[src/rtl/id_ex_issue_ctrl_pkg.sv]
// Shared definitions for the ID/EX issue controller: opcode classes,
// forwarding-select encodings, controller states and the per-opcode
// class record produced by the opcode decoder.
package id_ex_issue_ctrl_pkg;

   localparam logic [5:0] OP_RTYPE_LO = 6'b000001;
   localparam logic [5:0] OP_RTYPE_HI = 6'b001000;
   localparam logic [5:0] OP_IMM_LO   = 6'b001001;
   localparam logic [5:0] OP_IMM_HI   = 6'b001011;
   localparam logic [5:0] OP_LW       = 6'b001100;
   localparam logic [5:0] OP_SW       = 6'b001101;
   localparam logic [5:0] OP_HLT      = 6'b111111;

   typedef enum logic [1:0] {
      FWD_RF    = 2'b00,
      FWD_EXMEM = 2'b01,
      FWD_MEMWB = 2'b10
   } fwdSel_t;

   typedef enum logic [1:0] {
      RUN    = 2'b00,
      DRAIN  = 2'b01,
      HALTED = 2'b10
   } state_t;

   typedef enum logic [1:0] {
      DEST_NONE = 2'b00,
      DEST_RT   = 2'b01,
      DEST_RD   = 2'b10
   } destSel_t;

   typedef struct packed {
      logic     usesRs;
      logic     usesRt;
      destSel_t destSel;
      logic     isLoad;
      logic     isHalt;
   } opClass_t;

   // Picks the forwarding source for one operand; the youngest producer
   // (EX slot) wins over the MEM slot, and r0 or an unused operand never
   // forwards.
   function automatic fwdSel_t fwdSelect(
      input logic       used,
      input logic [4:0] src,
      input logic       exValid,
      input logic [4:0] exDest,
      input logic       memValid,
      input logic [4:0] memDest
   );
      fwdSel_t sel;
      sel = FWD_RF;
      if (used && (src != 5'd0)) begin
         if (exValid && (exDest == src)) begin
            sel = FWD_EXMEM;
         end else if (memValid && (memDest == src)) begin
            sel = FWD_MEMWB;
         end
      end
      return sel;
   endfunction

endpackage

[src/rtl/id_ex_issue_ctrl_op_class_decode.sv]
// Combinational opcode classifier: which register fields an instruction
// reads, where its destination comes from, and whether it is a load or halt.
module op_class_decode
   import id_ex_issue_ctrl_pkg::*;
(
   input  logic [5:0] i_opcode,
   output opClass_t   o_class
);

   // Map the opcode onto its class; unknown opcodes read and write nothing.
   always_comb begin
      o_class = '0;
      if ((i_opcode >= OP_RTYPE_LO) && (i_opcode <= OP_RTYPE_HI)) begin
         o_class.usesRs  = 1'b1;
         o_class.usesRt  = 1'b1;
         o_class.destSel = DEST_RD;
      end else if ((i_opcode >= OP_IMM_LO) && (i_opcode <= OP_IMM_HI)) begin
         o_class.usesRs  = 1'b1;
         o_class.destSel = DEST_RT;
      end else if (i_opcode == OP_LW) begin
         o_class.usesRs  = 1'b1;
         o_class.destSel = DEST_RT;
         o_class.isLoad  = 1'b1;
      end else if (i_opcode == OP_SW) begin
         o_class.usesRs  = 1'b1;
         o_class.usesRt  = 1'b1;
      end else if (i_opcode == OP_HLT) begin
         o_class.isHalt  = 1'b1;
      end
   end

endmodule

[src/rtl/id_ex_issue_ctrl.sv]
// ID-to-EX issue controller: load-use stall/bubble insertion, registered
// forwarding selects, in-flight destination tracking and halt-and-drain.
module id_ex_issue_ctrl
   import id_ex_issue_ctrl_pkg::*;
(
   input  logic       i_clk,
   input  logic       i_rst,
   input  logic       i_idValid,
   input  logic [5:0] i_idOpcode,
   input  logic [4:0] i_idRs,
   input  logic [4:0] i_idRt,
   input  logic [4:0] i_idRd,
   input  logic       i_exReady,
   input  logic       i_flush,
   output logic       o_idStall,
   output logic       o_exValid,
   output logic [5:0] o_exOpcode,
   output logic [4:0] o_exDest,
   output logic [1:0] o_fwdASel,
   output logic [1:0] o_fwdBSel,
   output logic       o_halted
);

   opClass_t   w_cls;
   logic [4:0] w_idDest;
   logic       w_rsHitLoad;
   logic       w_rtHitLoad;
   logic       w_loadUse;
   logic       w_issue;
   fwdSel_t    w_fwdA;
   fwdSel_t    w_fwdB;
   state_t     r_state;
   state_t     w_nextState;

   // EX slot doubles as the ex_* outputs. MEM keeps its destination for
   // forwarding; WB only matters for drain, since a WB producer is read
   // through the register file's write-then-read behaviour.
   logic       r_exValid;
   logic [5:0] r_exOpcode;
   logic [4:0] r_exDest;
   logic       r_exIsLoad;
   fwdSel_t    r_fwdASel;
   fwdSel_t    r_fwdBSel;
   logic       r_memValid;
   logic [4:0] r_memDest;
   logic       r_wbValid;

   op_class_decode u_opClassDecode (
      .i_opcode (i_idOpcode),
      .o_class  (w_cls)
   );

   // Select the destination field of the ID instruction; none tracks as r0.
   always_comb begin
      w_idDest = 5'd0;
      case (w_cls.destSel)
         DEST_RT: w_idDest = i_idRt;
         DEST_RD: w_idDest = i_idRd;
         default: w_idDest = 5'd0;
      endcase
   end

   assign w_rsHitLoad = w_cls.usesRs && (i_idRs != 5'd0) && (i_idRs == r_exDest);
   assign w_rtHitLoad = w_cls.usesRt && (i_idRt != 5'd0) && (i_idRt == r_exDest);
   assign w_loadUse   = i_idValid && r_exValid && r_exIsLoad && (w_rsHitLoad || w_rtHitLoad);

   assign w_issue = i_idValid && i_exReady && (r_state == RUN) && !w_loadUse && !i_flush;

   assign w_fwdA = fwdSelect(w_cls.usesRs, i_idRs, r_exValid, r_exDest, r_memValid, r_memDest);
   assign w_fwdB = fwdSelect(w_cls.usesRt, i_idRt, r_exValid, r_exDest, r_memValid, r_memDest);

   assign o_idStall = !i_rst && (w_loadUse || !i_exReady || ((r_state != RUN) && i_idValid));

   // Advance the EX/MEM/WB tracking slots when EX moves; a bubble enters
   // EX whenever the ID instruction is not issued.
   always_ff @(posedge i_clk or posedge i_rst) begin
      if (i_rst) begin
         r_exValid  <= 1'b0;
         r_exOpcode <= 6'd0;
         r_exDest   <= 5'd0;
         r_exIsLoad <= 1'b0;
         r_fwdASel  <= FWD_RF;
         r_fwdBSel  <= FWD_RF;
         r_memValid <= 1'b0;
         r_memDest  <= 5'd0;
         r_wbValid  <= 1'b0;
      end else if (i_exReady) begin
         r_wbValid  <= r_memValid;
         r_memValid <= r_exValid;
         r_memDest  <= r_exDest;
         if (w_issue) begin
            r_exValid  <= 1'b1;
            r_exOpcode <= i_idOpcode;
            r_exDest   <= w_idDest;
            r_exIsLoad <= w_cls.isLoad;
            r_fwdASel  <= w_fwdA;
            r_fwdBSel  <= w_fwdB;
         end else begin
            r_exValid  <= 1'b0;
            r_exOpcode <= 6'd0;
            r_exDest   <= 5'd0;
            r_exIsLoad <= 1'b0;
            r_fwdASel  <= FWD_RF;
            r_fwdBSel  <= FWD_RF;
         end
      end
   end

   // Controller state register.
   always_ff @(posedge i_clk or posedge i_rst) begin
      if (i_rst) begin
         r_state <= RUN;
      end else begin
         r_state <= w_nextState;
      end
   end

   // Next state: an issued HLT starts the drain; halted is reached on the
   // very edge that empties WB, i.e. when EX and MEM are already empty.
   always_comb begin
      w_nextState = r_state;
      case (r_state)
         RUN: begin
            if (w_issue && w_cls.isHalt) begin
               w_nextState = DRAIN;
            end
         end
         DRAIN: begin
            if (!r_exValid && !r_memValid && (i_exReady || !r_wbValid)) begin
               w_nextState = HALTED;
            end
         end
         HALTED: w_nextState = HALTED;
         default: w_nextState = RUN;
      endcase
   end

   assign o_exValid  = r_exValid;
   assign o_exOpcode = r_exOpcode;
   assign o_exDest   = r_exDest;
   assign o_fwdASel  = r_fwdASel;
   assign o_fwdBSel  = r_fwdBSel;
   assign o_halted   = (r_state == HALTED);

endmodule
[config.mk]
export PLATFORM = sky130hd
export DESIGN_NAME = id_ex_issue_ctrl
export DESIGN_NICKNAME = d
export VERILOG_FILES = /design/src/rtl/id_ex_issue_ctrl_pkg.sv /design/src/rtl/id_ex_issue_ctrl_op_class_decode.sv /design/src/rtl/id_ex_issue_ctrl.sv
export SDC_FILE = /design/constraint.sdc
export NUM_CORES = 1
export LEC_CHECK = 0
export CAP_MARGIN = 20
export CORE_ASPECT_RATIO = 1.2
export CORE_MARGIN = 4
export CORE_UTILIZATION = 43
export CTS_CLUSTER_DIAMETER = 50
export DETAILED_ROUTE_END_ITERATION = 8
export PLACE_DENSITY = 0.8
export SYNTH_ARGS = -nofsm -noshare
export SYNTH_HDL_FRONTEND = slang
export SYNTH_HIERARCHICAL = 1
export SYNTH_SLANG_ARGS = --single-unit
[constraint.sdc]
create_clock -name i_clk -period 1.9 [get_ports i_clk]
set_input_delay 0.38 -clock i_clk [delete_from_list [all_inputs] [get_ports i_clk]]
set_output_delay 0.38 -clock i_clk [all_outputs]
set_load 0.02 [all_outputs]
==> results.py <==
# Physical implementation metrics
metrics = {
    "floorplanning": {
        "die_area_mm2": 0.00474,
        "die_h_um": 74.6,
    },
    "clock_tree": {
        "clock_latency_ps": 280,
        "ctsHoldBuffers": 0,
        "cts_resized": 74,
        "clock-root-buffer": "clkbuf_8",
    },
    "drt": {
        "drt-initial-drc-count": 99,
        "vias": 1612,
        "wire_per_inst_um": 19.8,
        "first_pass_iters": 4,
        "ant_nets": 0,
    },
    "grt": {
        "antenna_found_initial": 0,
        "met2_usage_pct": 45.2,
        "grt_max_degree": 21,
        "grt_usage_pct": 23.4,
        "grt_pass1_vias": 1760,
        "grt_overflow": 0,
    },
    "finish": {
        "area_growth_pct": 72.2,
        "clkCellAreaFrac_pct": 2.01,
        "final_design_area_no_fill_mm2": 0.00274,
        "final_util_pct": 79.2,
    },
    "critical_path": {
        "cp-end-kind": "primary output",
        "crit_start": "o_exDest[2]$_DFFE_PP0P_",
    },
    "sta": {
        "drv_slew": 0,
        "setup_tns_ps": -292,
        "fin_crit_sh_pct": 114,
        "min_period_ps": 2160,
        "fmax_ghz": 0.463,
        "setup_ws_ps": -260,
        "setup_viol": 2,
        "hold_viol": 0,
    },
    "outcome": {
        "violations": "setup timing",
        "status": "finished, violations left",
    },
    "power_and_ir_drop": {
        "ir_worst_vdd_v": 0.000327,
        "p_comb_uw": 246,
        "power_uw": 1170,
    },
    "placed_design": {
        "dpl_worst_slack_ps": -997,
        "gp_congestion": 0.945,
    },
    "job": {
        "drv_cap": 0,
        "warning_count": 32,
    },
    "logic_synthesis": {
        "ys_sh_adder_pct": 3.94,
        "yosysMostFrequentCell": "dfrtp_1",
        "yosysCellCount": 145,
        "syn_avg_cell_area_um2": 11.0,
        "postSynthSeqShare_pct": 40.9,
        "synth-main-ff-cell": "dfrtp_1",
        "ys_chip_area_mm2": 0.00159,
    },
}
## layer usage
| layer | wire, um | vias up | share of wire, % |
|---|---|---|---|
| met4 | 137 | 0 | 2.5 |
| li1 | - | 732 | - |
| met5 | 0 | - | 0 |
| met1 | 2070 | 795 | 38 |
| met3 | 286 | 15 | 5.2 |
| met2 | 3000 | 70 | 55 |
## sequential cells by signal, summed over array words and instances, names as in the netlist
signal,count
r_memValid,1
o_exOpcode,6
o_fwdBSel,2
o_exDest,5
r_wbValid,1
o_exValid,1
r_memDest,5
o_fwdASel,2
r_exIsLoad,1
r_state,2
## worst max-delay path: stages (launching register included)
cell and delay, ps:
dfrtp_2 470, xnor2_1 210, nand2_1 140, nor4_4 320, nor3_2 90, a21oi_2 120, buf_4 140
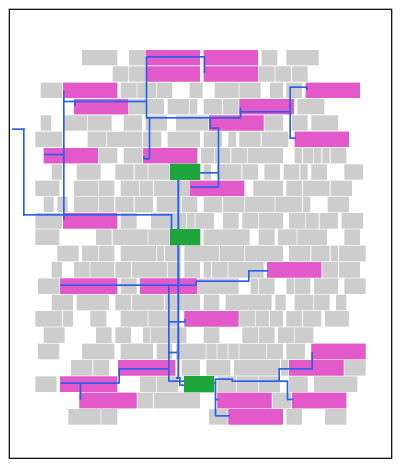
*Clock distribution*
Drawn at 6 px/um.
[magenta] flip-flops | count: 26
[blue] clock wires | length: 344 um
[green] clock drivers | count: 3
flops lie: widely spread

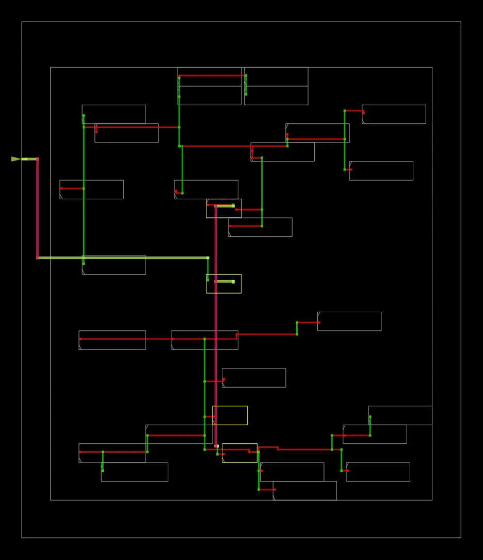
*Clock wiring as the flow saved it*
clock skew: 1.51 ps
number of buffers created by CTS: 3
Seq cells: 26
Clock buffer cells: 4
CTS sink cnt: 26

